==> images/clock_wires.png <==
Scale bar: 50 um.
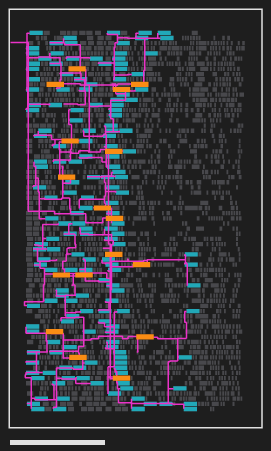
==> images/ff_map.png <==
Scale bar: 50 um.
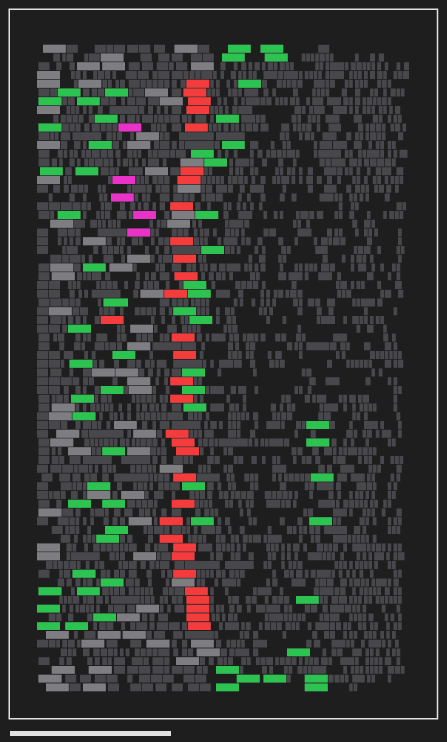
==> images/sizing.png <==
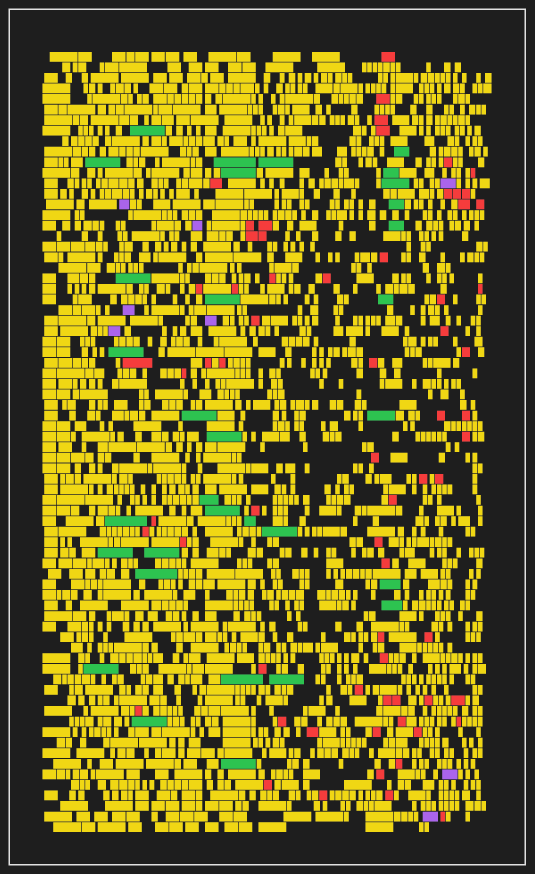
==> images/route_heat.png <==
13 x 22 tiles, from dark blue (low) to red (high), scaled to the fullest tile. Values are wire area over tile area, all layers added.
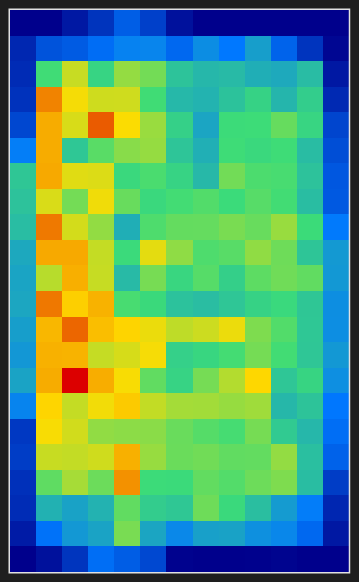
==> images/placed.png <==
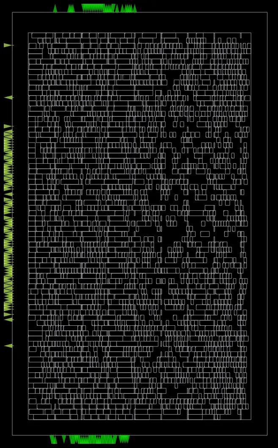
--- src/rtl/muldiv_hilo_if.sv ---
// Handshake and result bundle between the EX-stage pipeline and muldiv_hilo_unit.
// The pipeline side drives requests (master); the unit drives status and HI/LO (slave).
interface muldiv_hilo_if #(
   parameter int WIDTH = 32
);
   logic             start_in;
   logic [2:0]       op_in;
   logic [WIDTH-1:0] data1_in;
   logic [WIDTH-1:0] data2_in;
   logic             busy_out;
   logic             done_out;
   logic [WIDTH-1:0] hi_out;
   logic [WIDTH-1:0] lo_out;

   modport master (
      output start_in, op_in, data1_in, data2_in,
      input  busy_out, done_out, hi_out, lo_out
   );

   modport slave (
      input  start_in, op_in, data1_in, data2_in,
      output busy_out, done_out, hi_out, lo_out
   );
endinterface

--- src/rtl/muldiv_hilo_unit.sv ---
// Iterative MIPS multiply/divide unit with architectural HI/LO registers (one bit per cycle).
// Define MULDIV_SIGNED_EN to give MULT/DIV two's-complement semantics; otherwise they act as MULTU/DIVU.
module muldiv_hilo_unit #(
   parameter int WIDTH = 32
) (
   input  logic         clk,
   input  logic         rst,
   muldiv_hilo_if.slave bus
);
   localparam int            CW   = $clog2(WIDTH);
   localparam logic [CW-1:0] LAST = CW'(WIDTH - 1);

   typedef enum logic {IDLE, RUN} state_e;
   typedef enum logic [2:0] {
      OP_MULTU = 3'd0, OP_DIVU = 3'd1, OP_MTHI = 3'd2,
      OP_MTLO  = 3'd3, OP_MULT = 3'd4, OP_DIV  = 3'd5
   } op_e;

   state_e             state, state_next;
   op_e                op;
   logic [CW-1:0]      count;
   logic               is_div;
   logic [WIDTH-1:0]   operand_b;     // multiplicand for multiply, divisor for divide
   logic [2*WIDTH-1:0] acc, acc_step;
   logic [WIDTH-1:0]   hi, lo, res_hi, res_lo;
   logic               done;
   logic               start_run, is_div_op;
   logic [WIDTH-1:0]   mag1, mag2;
   logic [WIDTH:0]     mul_sum, div_upper, div_diff;
   logic               div_ge;
`ifdef MULDIV_SIGNED_EN
   logic               sign1, sign2, neg_res, neg_rem;
`endif

   assign op        = op_e'(bus.op_in);
   assign start_run = bus.start_in && (op inside {OP_MULTU, OP_DIVU, OP_MULT, OP_DIV});
   assign is_div_op = op inside {OP_DIVU, OP_DIV};

   // Operand magnitudes latched at start; unsigned ops pass straight through.
   always_comb begin
      mag1 = bus.data1_in;
      mag2 = bus.data2_in;
`ifdef MULDIV_SIGNED_EN
      sign1 = (op inside {OP_MULT, OP_DIV}) && bus.data1_in[WIDTH-1];
      sign2 = (op inside {OP_MULT, OP_DIV}) && bus.data2_in[WIDTH-1];
      if (sign1) mag1 = -bus.data1_in;
      if (sign2) mag2 = -bus.data2_in;
`endif
   end

   // One iteration: acc = {partial, shifting operand}. Multiply adds into the top half and
   // shifts right; divide shifts left and subtracts the divisor when it fits.
   always_comb begin
      // NOTE: every signal driven here is given a value first so no latch is inferred.
      mul_sum   = {1'b0, acc[2*WIDTH-1:WIDTH]} + (acc[0] ? {1'b0, operand_b} : '0);
      div_upper = acc[2*WIDTH-1:WIDTH-1];
      div_diff  = div_upper - {1'b0, operand_b};
      div_ge    = div_upper >= {1'b0, operand_b};
      if (is_div)
         acc_step = {(div_ge ? div_diff[WIDTH-1:0] : div_upper[WIDTH-1:0]), acc[WIDTH-2:0], div_ge};
      else
         acc_step = {mul_sum, acc[WIDTH-1:1]};
   end

   always_comb begin
      {res_hi, res_lo} = acc_step;
`ifdef MULDIV_SIGNED_EN
      if (is_div) begin
         if (neg_res) res_lo = -acc_step[WIDTH-1:0];
         if (neg_rem) res_hi = -acc_step[2*WIDTH-1:WIDTH];
      end else if (neg_res) begin
         {res_hi, res_lo} = -acc_step;
      end
`endif
   end

   always_comb begin
      state_next = state;
      case (state)
         IDLE:    if (start_run) state_next = RUN;
         RUN:     if (count == LAST) state_next = IDLE;
         default: state_next = IDLE;
      endcase
   end

   always_ff @(posedge clk) begin
      // NOTE: sequential state uses non-blocking assignments so all flops update together.
      if (rst) state <= IDLE;
      else     state <= state_next;
   end

   always_ff @(posedge clk) begin
      if (rst) begin
         // NOTE: the datapath is cleared too, so an abandoned operation leaves nothing behind.
         count     <= '0;
         is_div    <= 1'b0;
         operand_b <= '0;
         acc       <= '0;
         hi        <= '0;
         lo        <= '0;
         done      <= 1'b0;
`ifdef MULDIV_SIGNED_EN
         neg_res   <= 1'b0;
         neg_rem   <= 1'b0;
`endif
      end else begin
         done <= 1'b0;
         if (state == IDLE) begin
            if (bus.start_in && op == OP_MTHI) begin
               hi   <= bus.data1_in;
               done <= 1'b1;
            end
            if (bus.start_in && op == OP_MTLO) begin
               lo   <= bus.data1_in;
               done <= 1'b1;
            end
            if (start_run) begin
               count     <= '0;
               is_div    <= is_div_op;
               operand_b <= is_div_op ? mag2 : mag1;
               acc       <= {{WIDTH{1'b0}}, (is_div_op ? mag1 : mag2)};
`ifdef MULDIV_SIGNED_EN
               neg_res   <= sign1 ^ sign2;
               neg_rem   <= sign1 && is_div_op;
`endif
            end
         end else begin
            acc   <= acc_step;
            count <= count + CW'(1);
            if (count == LAST) begin
               hi   <= res_hi;
               lo   <= res_lo;
               done <= 1'b1;
            end
         end
      end
   end

   assign bus.busy_out = (state == RUN);
   assign bus.done_out = done;
   assign bus.hi_out   = hi;
   assign bus.lo_out   = lo;
endmodule
--- src/flat_wrapper.sv ---
// flat-port wrapper written by rule: the top's interface ports become plain ports
module muldiv_hilo_unit_flat 
#(
   parameter int WIDTH = 32
)
  (clk, rst, bus_start_in, bus_op_in, bus_data1_in, bus_data2_in, bus_busy_out, bus_done_out, bus_hi_out, bus_lo_out);
  muldiv_hilo_if #(.WIDTH(WIDTH)) bus_i ();
  input  logic clk;
  input  logic rst;
  input wire logic [$bits(bus_i.start_in)-1:0] bus_start_in;
  input wire logic [$bits(bus_i.op_in)-1:0] bus_op_in;
  input wire logic [$bits(bus_i.data1_in)-1:0] bus_data1_in;
  input wire logic [$bits(bus_i.data2_in)-1:0] bus_data2_in;
  output wire logic [$bits(bus_i.busy_out)-1:0] bus_busy_out;
  output wire logic [$bits(bus_i.done_out)-1:0] bus_done_out;
  output wire logic [$bits(bus_i.hi_out)-1:0] bus_hi_out;
  output wire logic [$bits(bus_i.lo_out)-1:0] bus_lo_out;
  assign bus_i.start_in = bus_start_in;
  assign bus_i.op_in = bus_op_in;
  assign bus_i.data1_in = bus_data1_in;
  assign bus_i.data2_in = bus_data2_in;
  assign bus_busy_out = bus_i.busy_out;
  assign bus_done_out = bus_i.done_out;
  assign bus_hi_out = bus_i.hi_out;
  assign bus_lo_out = bus_i.lo_out;
  muldiv_hilo_unit #(.WIDTH(WIDTH)) u_core (.clk(clk), .rst(rst), .bus(bus_i));
endmodule
--- config.mk ---
export PLATFORM = sky130hd
export DESIGN_NAME = muldiv_hilo_unit_flat
export DESIGN_NICKNAME = d
export VERILOG_FILES = /design/src/rtl/muldiv_hilo_if.sv /design/src/rtl/muldiv_hilo_unit.sv /design/src/flat_wrapper.sv
export SDC_FILE = /design/constraint.sdc
export NUM_CORES = 1
export LEC_CHECK = 0
export ABC_AREA = 1
export CORE_ASPECT_RATIO = 1.75
export CORE_MARGIN = 8
export CORE_UTILIZATION = 54
export CTS_BUF_LIST = sky130_fd_sc_hd__clkbuf_8 sky130_fd_sc_hd__clkbuf_16
export DETAILED_ROUTE_END_ITERATION = 12
export GPL_TIMING_DRIVEN = 0
export PLACE_DENSITY = 0.78
export SLEW_MARGIN = 20
export SYNTH_ARGS = -nofsm -noshare
export SYNTH_HDL_FRONTEND = slang
export SYNTH_SLANG_ARGS = --single-unit
--- constraint.sdc ---
create_clock -name clk -period 3.5 [get_ports clk]
set_input_delay 0.525 -clock clk [delete_from_list [all_inputs] [get_ports clk]]
set_output_delay 0.525 -clock clk [all_outputs]
set_load 0.02 [all_outputs]
==> deck_impl_summary.md <==
Key Metrics from the Run

Final layout
  • #MultiIn Comb: 1590
  • Gate Area: about 0.008 sq mm
  • Non-clk invs: 264
  • Max reg flops: 64
  • Final-layout clock buffer total: 18
  • Fin cells: 2592
  • ClkCell Share: 4.074%
  • Fill cell total of the finished layout: 2190
  • Nets: 2414

Drt
  • Routed Antenna Nets: 0
  • DRC: 0
  • Met3 WL: 5.204 mm
  • DR vias/cell: around 6
  • First DRT Iteration DRCs: 1702

Logic synthesis
  • Mux area share: 0%
  • Synth top cells by count: nand2_1 (584), inv_1 (250), a21oi_1 (210), nor2_1 (181), o21ai_0 (180)
  • Adder Area Share: 6.733%
  • Simple share: 32.68%

Flow run
  • Max Cap Viol: 0

CTS
  • # resized after CTS: 2
  • Cts bufs inserted: 17
  • Clk buf depth: 2

Outcome
  • Status: completed

Power and ir drop
  • Clock distribution power: 2030 uW
  • Total power: 5632 uW
  • Pwr top: registers

Worst setup path
  • Cells along the critical path: clkbuf_2 -> nand2_1 -> inv_1 -> ha_1 -> fa_1 -> nand2_1 -> nand2_1 -> nand2_1 -> inv_1 -> nand2_1 -> nand2_1 -> nand2_1 -> nand3_1 -> nand2_1 -> nand3_1 -> nand2_1 -> nand2_1 -> nand2_1 -> a21oi_1
  • Max Fanout on Critical Path: 10
  • CP endpoint kind: flop
  • CP max stage cell: fa_1
  • Crit start category: flop
  • Crit path DRT: 3.82 ns
  • Crit Reg-Reg Endpoint: u_core.bus.hi_out[31]$_SDFFE_PP0P_
  • CP Buf/Inv Count: 3
  • Worst path depth: 19

Final timing
  • # setup viols final: 0
  • F_max: 311.4 MHz
  • RSZ-0062 raised after global routing: no
  • Tmin final: 3.211 ns
  • Period utilization: 91.74%

Placed design
  • GP Congestion: 1.096

GRT
  • Largest net degree at the start of global routing: 17
  • Total grt overflow: 0
  • GR Util met3: 7.130%

Worst hold path
  • HP Class: reg2reg
About clock_wires.png:
[clock-net drivers] orange | count: 17
[flip-flops] cyan | count: 168
[clock wires] magenta | length: 2150 um
routed clock nets: 18
skew final: 0.01442 ns
clock power share: 36.0%

About ff_map.png:
| signal | colour | flops |
|---|---|---|
| u_core.count | magenta | 5 |
| u_core.acc | green | 64 |
| u_core.operand_b | red | 32 |
not coloured: 67
Seq area share: 22.13%
fin util: 65.15%
Seq. pwr: 2080 uW
Reg area: 0.003364 sq mm

About sizing.png:
| size | colour | cells | most used |
|---|---|---|---|
| x1 and smaller | yellow | 2182 | nand2_1 |
| x2 | red | 66 | nand2_2 |
| x3 and x4 | purple | 8 | clkinv_4 |
| x6 and larger | green | 32 | clkbuf_16 |
buffers outside the clock class: 235
Final Cell Area: 0.01520 sq mm
worst setup margin: 0.2892 ns
area grow syn2layout: 18.23%

About route_heat.png:
densest ninth of the die: middle left
nearly empty tiles: 5.9%
mean over tiles: 0.37
fullest tile: 0.82
tiles over half the peak: 46%
Total Routing Usage GR: 41.42%
wire per inst: 23.67 um

About placed.png:
Core Footprint: 0.02333 sq mm
Tap Count: 304

Power and IR drop assume default switching activity.
